$ cat config.mk
export PLATFORM = sky130hd
export DESIGN_NAME = nn_system_top
export DESIGN_NICKNAME = d
export VERILOG_FILES = /design/src/rtl/nn_pkg.sv /design/src/rtl/nn_system_top_mac.sv /design/src/rtl/nn_system_top.sv
export SDC_FILE = /design/constraint.sdc
export NUM_CORES = 2
export LEC_CHECK = 0
export CAP_MARGIN = 20
export CORE_MARGIN = 2
export CORE_UTILIZATION = 45
export DETAILED_ROUTE_END_ITERATION = 8
export SETUP_SLACK_MARGIN = 0.15
export SLEW_MARGIN = 20
export SYNTH_ARGS = -nofsm -noshare
export SYNTH_HDL_FRONTEND = slang
export SYNTH_HIERARCHICAL = 1
export SYNTH_SLANG_ARGS = --single-unit
$ cat constraint.sdc
create_clock -name clk -period 9.58 [get_ports clk]
set_clock_uncertainty 0.2 [all_clocks]
set_input_delay 0.958 -clock clk [delete_from_list [all_inputs] [get_ports clk]]
set_output_delay 0.958 -clock clk [all_outputs]
set_load 0.02 [all_outputs]
$ cat src/rtl/nn_pkg.sv
// Shared types and constants for the two-layer NN matrix-vector engine.
package nn_pkg;

  localparam int N_DEF           = 4;
  localparam int LANE_W          = 16;
  localparam int BRAM_W          = 4 * LANE_W;
  localparam int AW              = $clog2(256);
  localparam int LAYER1_W_OFFSET = N_DEF;
  localparam int LAYER1_I_OFFSET = 1;

  typedef enum logic [2:0] {
    S_IDLE,
    S_LOAD_X,
    S_LOAD_W,
    S_COMPUTE,
    S_OUTPUT,
    S_DONE
  } nn_state_e;

endpackage

$ cat src/rtl/nn_system_top_mac.sv
// One signed multiply-accumulate lane with synchronous clear; the accumulator
// wraps modulo 2^ACC_W. sum_o is the value the accumulator takes at the next edge.
module nn_mac #(
  parameter int W     = 8,
  parameter int ACC_W = 16
) (
  input  logic                    clk,
  input  logic                    rst,
  input  logic                    clr_i,
  input  logic                    en_i,
  input  logic signed [W-1:0]     a_i,
  input  logic signed [W-1:0]     b_i,
  output logic signed [ACC_W-1:0] sum_o
);

  logic signed [2*W-1:0]   prod;
  logic signed [ACC_W-1:0] acc_q;
  logic signed [ACC_W-1:0] acc_d;

  // Next accumulator value: clear wins over accumulate.
  always_comb begin
    prod  = a_i * b_i;
    acc_d = acc_q;
    if (clr_i) begin
      acc_d = '0;
    end else if (en_i) begin
      acc_d = acc_q + ACC_W'(prod);
    end
  end

  assign sum_o = acc_d;

  // Accumulator register.
  always_ff @(posedge clk or posedge rst) begin
    if (rst) begin
      acc_q <= '0;
    end else begin
      acc_q <= acc_d;
    end
  end

endmodule

$ cat src/rtl/nn_system_top.sv
// Two-layer, 4-neuron fixed-point matrix-vector engine.
// Optional feature macro: NN_RELU_EN (clamp negative results to zero).
module nn_system_top
  import nn_pkg::*;
#(
  parameter int W         = 8,
  parameter int ACC_W     = 16,
  parameter int N_MACS    = 4,
  parameter int N         = 4,
  parameter int MEM_DEPTH = 256
) (
  input  logic                         clk,
  input  logic                         rst,
  input  logic                         start,
  input  logic                         clear_all,
  output logic [$clog2(MEM_DEPTH)-1:0] weight_bram_addr,
  output logic                         weight_bram_en,
  input  logic [4*ACC_W-1:0]           weight_bram_dout,
  output logic [$clog2(MEM_DEPTH)-1:0] input_bram_addr,
  output logic                         input_bram_en,
  input  logic [4*ACC_W-1:0]           input_bram_dout,
  output logic                         busy,
  output logic                         done,
  output logic signed [ACC_W-1:0]      acc_out_0,
  output logic signed [ACC_W-1:0]      acc_out_1,
  output logic signed [ACC_W-1:0]      acc_out_2,
  output logic signed [ACC_W-1:0]      acc_out_3,
  output logic [N_MACS-1:0]            valid_out
);

  localparam int ADDR_W = $clog2(MEM_DEPTH);
  localparam int CW     = (N > 1) ? $clog2(N) : 1;

  nn_state_e               state_q;
  logic                    layer_q;
  logic [CW-1:0]           cnt_q;
  logic signed [W-1:0]     x_q [N];
  logic signed [W-1:0]     w_q [N][N];
  logic [ADDR_W-1:0]       w_addr_q;
  logic [ADDR_W-1:0]       i_addr_q;
  logic                    w_en_q;
  logic                    i_en_q;
  logic                    busy_q;
  logic                    done_q;
  logic [N_MACS-1:0]       valid_q;
  logic signed [ACC_W-1:0] acc_out_q [N];
  logic signed [ACC_W-1:0] mac_sum [N_MACS];
  logic                    mac_clr;
  logic                    mac_en;
  logic                    last_cnt;
  logic                    unused_dout;

  function automatic logic signed [ACC_W-1:0] post(input logic signed [ACC_W-1:0] v);
`ifdef NN_RELU_EN
    return v[ACC_W-1] ? '0 : v;
`else
    return v;
`endif
  endfunction

  // Only the low W bits of each BRAM lane carry an operand.
  assign unused_dout = ^{weight_bram_dout, input_bram_dout};

  // Accumulators clear on the edge that enters COMPUTE and accumulate during it.
  assign last_cnt = (cnt_q == CW'(N - 1));
  assign mac_clr  = (state_q == S_LOAD_W) && last_cnt;
  assign mac_en   = (state_q == S_COMPUTE);

  for (genvar j = 0; j < N_MACS; j++) begin : g_mac
    nn_mac #(
      .W     (W),
      .ACC_W (ACC_W)
    ) u_mac (
      .clk   (clk),
      .rst   (rst),
      .clr_i (mac_clr),
      .en_i  (mac_en),
      .a_i   (x_q[cnt_q]),
      .b_i   (w_q[j][cnt_q]),
      .sum_o (mac_sum[j])
    );
  end

  // Sequencer with registered outputs; addresses and enables are set on the
  // edge entering each load cycle so the asynchronous BRAMs answer in-cycle.
  always_ff @(posedge clk or posedge rst) begin
    if (rst) begin
      state_q  <= S_IDLE;
      layer_q  <= 1'b0;
      cnt_q    <= '0;
      w_addr_q <= '0;
      i_addr_q <= '0;
      w_en_q   <= 1'b0;
      i_en_q   <= 1'b0;
      busy_q   <= 1'b0;
      done_q   <= 1'b0;
      valid_q  <= '0;
      for (int unsigned i = 0; i < N; i++) begin
        x_q[i]       <= '0;
        acc_out_q[i] <= '0;
        for (int unsigned k = 0; k < N; k++) begin
          w_q[i][k] <= '0;
        end
      end
    end else begin
      w_en_q  <= 1'b0;
      i_en_q  <= 1'b0;
      done_q  <= 1'b0;
      valid_q <= '0;
      case (state_q)
        S_IDLE: begin
          if (clear_all) begin
            for (int unsigned i = 0; i < N; i++) begin
              acc_out_q[i] <= '0;
            end
          end
          if (start) begin
            state_q  <= S_LOAD_X;
            layer_q  <= 1'b0;
            busy_q   <= 1'b1;
            i_en_q   <= 1'b1;
            i_addr_q <= '0;
          end
        end
        S_LOAD_X: begin
          for (int unsigned k = 0; k < N; k++) begin
            x_q[k] <= input_bram_dout[k*ACC_W +: W];
          end
          state_q  <= S_LOAD_W;
          cnt_q    <= '0;
          w_en_q   <= 1'b1;
          w_addr_q <= layer_q ? ADDR_W'(LAYER1_W_OFFSET) : '0;
        end
        S_LOAD_W: begin
          for (int unsigned k = 0; k < N; k++) begin
            w_q[cnt_q][k] <= weight_bram_dout[k*ACC_W +: W];
          end
          if (last_cnt) begin
            state_q <= S_COMPUTE;
            cnt_q   <= '0;
          end else begin
            cnt_q    <= cnt_q + CW'(1);
            w_en_q   <= 1'b1;
            w_addr_q <= w_addr_q + ADDR_W'(1);
          end
        end
        S_COMPUTE: begin
          if (last_cnt) begin
            state_q <= S_OUTPUT;
            cnt_q   <= '0;
            valid_q <= '1;
            for (int unsigned j = 0; j < N_MACS; j++) begin
              acc_out_q[j] <= post(mac_sum[j]);
            end
          end else begin
            cnt_q <= cnt_q + CW'(1);
          end
        end
        S_OUTPUT: begin
          if (!layer_q) begin
            state_q  <= S_LOAD_X;
            layer_q  <= 1'b1;
            i_en_q   <= 1'b1;
            i_addr_q <= ADDR_W'(LAYER1_I_OFFSET);
          end else begin
            state_q <= S_DONE;
            busy_q  <= 1'b0;
            done_q  <= 1'b1;
          end
        end
        S_DONE: begin
          state_q <= S_IDLE;
        end
        default: begin
          state_q <= S_IDLE;
          busy_q  <= 1'b0;
        end
      endcase
    end
  end

  assign weight_bram_addr = w_addr_q;
  assign weight_bram_en   = w_en_q;
  assign input_bram_addr  = i_addr_q;
  assign input_bram_en    = i_en_q;
  assign busy             = busy_q;
  assign done             = done_q;
  assign valid_out        = valid_q;
  assign acc_out_0        = acc_out_q[0];
  assign acc_out_1        = acc_out_q[1];
  assign acc_out_2        = acc_out_q[2];
  assign acc_out_3        = acc_out_q[3];

endmodule

==> impl_metrics.csv <==
group,metric,value,unit
worst_setup_path,crit_path_end_kind,"flip-flop",
drt,vias,16110,
die,die_y,239.1,um
job,maxCapViolations,0,
synth,top_cells_by_count,"inv_1, dfrtp_1, fa_1, nand2_1, ha_1",
synth,ys_seq_frac,0.3100,
synth,yosysTopAreaCellShare,0.3100,
worst_setup_path,cp_cell_sequence,"buf_4 -> mux4_2 -> and2_1 -> inv_1 -> fa_1 -> inv_1 -> fa_1 -> fa_1 -> fa_1 -> fa_1 -> ha_1 -> o21ai_0 -> a2111oi_2 -> a221oi_2 -> xnor2_1 -> a21oi_1 -> a31o_1 -> nand2_1 -> mux2i_1",
worst_setup_path,cp_num_buf_inv,3,
global_route,first_global_vias,17390,
layout,layout-drive-gt1-share,0.1052,
hold_path,hold_depth,2,
drt,ant_nets,0,
layout,area_delta_synth_final,13.27,%
synth,synth.distinct_cells,64,
die,num_io_pins,220,
worst_setup_path,cpPeakStageDelay,660,ps
drt,drc,0,
cts,post_cts_resize_count,0,
placement,dpl_cell_area,26980,sq um
final_timing,fin_setup_tns,0,ps
placement,gp_congestion,0.8500,
synth,top_cell,"inv_1",
global_route,grt_pass1_wl,93090,um
synth,yosys_area,24860,sq um
cts,cts.sinks,308,
worst_setup_path,crit_slowest_cell,"buf_4",
cts,cts_hold_buf,0,
worst_setup_path,worstPathMaxFanout,37,
synth,ys.flop_type,"dfrtp_1",
drt,drt-initial-drc-count,731,
drt,routed_wl,55880,um
synth,synth_area,24860,sq um
synth,xor_share,0.02481,
final_timing,timing_hold_violations_final,0,
final_timing,fin_crit,7056,ps
cts,cts_made_buffers,36,
worst_setup_path,crit_family,"adder cells",
worst_setup_path,crit_start,"cnt_q[0]",
synth,ys_cells,2258,
final_timing,grt_setup_unrepaired,"no",
cts,post_cts.repair.setup_buffers,0,
global_route,antenna_found_initial,9,
synth,largest_area_cell,"dfrtp_1",
synth,ys.warnings.count,6,
synth,edf_count,0,
synth,async_flop_share,1.000,
die,initial_core_util,0.4531,
global_route,grtUsageTotal,0.2072,
cts,clockBufferDepth,3,
placement,place_worst_setup_slack,2492,ps
layout,fin_nets,2950,
synth,netlist_top_cells_area,"dfrtp_1, fa_1, ha_1, inv_1, mux2_2",
worst_setup_path,reg2reg_slack,2520,ps
final_timing,worst_slew_pin_slew,975.0,ps
synth,syn_area_per_cell,11.01,sq um
cts,cts_tree,"yes",
synth,ys_ff,308,
die,die-area,57150,sq um
drt,first_pass_iters,7,
worst_setup_path,reg2reg_from,"cnt_q[0]",
die,die_w,239.1,um
final_timing,setup_slack,2524,ps
worst_setup_path,reg2reg_to,"acc_out_0[15]",
synth,yosys.area_share.simple,0.1052,
synth,topCombFamilyByArea,"adder cells",
drt,wire_per_inst,17.96,um
worst_setup_path,critPathCapture,"acc_out_0[15]",
placement,portBuffers,148,
layout,lay_top_cells,"inv_1, dfrtp_1, fa_1",
worst_setup_path,rr_worst_depth,19,
worst_setup_path,crit_top_cell,"fa_1",
layout,lay_top_count,"inv_1",
worst_setup_path,critPathRequiredTime,9780,ps
global_route,grt_max_degree,134,
final_timing,relSlewSlack,0.3500,
cts,clk_latency,550,ps
status,status,"finished clean",
==> through the flow <==
stage	utilization	cells	hold slack (ps)
2_1_floorplan	-	2264	240.3
3_3_place_gp	0.4917	3047	253.6
3_5_place_dp	0.4917	3047	261.9
4_1_cts	0.5131	3109	276.4
5_1_grt	0.5132	3111	295.7
6_report	0.5132	3111	271.3
==> tightest hold or removal path: stages, from the launching register on <==
cell and delay (ps):
dfrtp_1 340, nand2_1 50, nand2_1 50
==> final cells by class <==
class	count	area, sq um
Fill cell	4921	26710
Multi-Input combinational cell	1497	15390
Sequential cell	308	7710
Timing Repair Buffer	162	1587
Inverter	376	1419
Clock buffer	53	1046
Tap cell	704	880.8
Clock inverter	9	130.1
Antenna cell	2	5.005
==> per-layer routing <==
layer,vias to the layer above,global-route usage,wire length (um)
li1,7460,-,-
met1,8279,0.2772,24880
met2,302,0.3458,27080
met3,55,0.04711,3050
met4,10,0.04413,803
met5,-,0,69
==> state kept, by name (all words and copies together) (netlist names) <==
register and flops:
acc_out_3 16, w_q 128, weight_bram_addr 8, state_q 3, cnt_q 2, acc_out_1 16
input_bram_en 1, busy 1, input_bram_addr 1, done 1, layer_q 1, g_mac.u_mac/acc_q 64
weight_bram_en 1, valid_out 1, x_q 32, acc_out_2 16, acc_out_0 16
layer_met3.png
The bar under the picture is 50 um long.
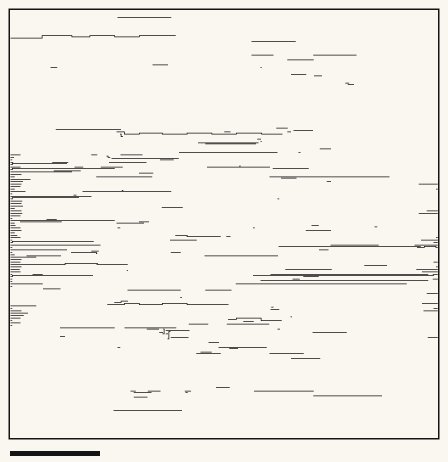
share of all routed wire = 5.5%
nets with wire on the layer = 152

placement.png
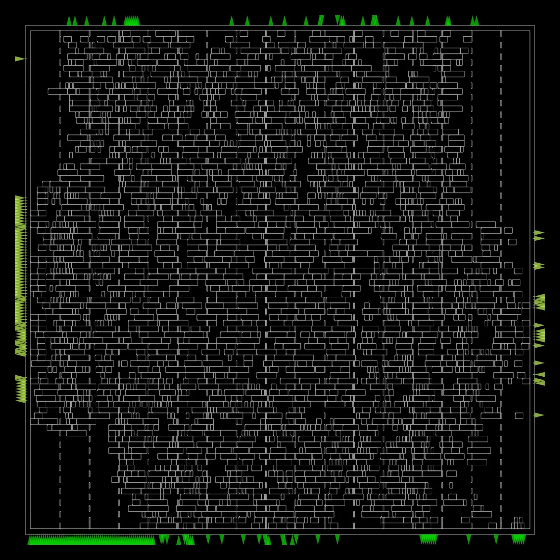
post-route non-filler standard cell count: 3,111
fill count: 4,921
Tap Cells: 704

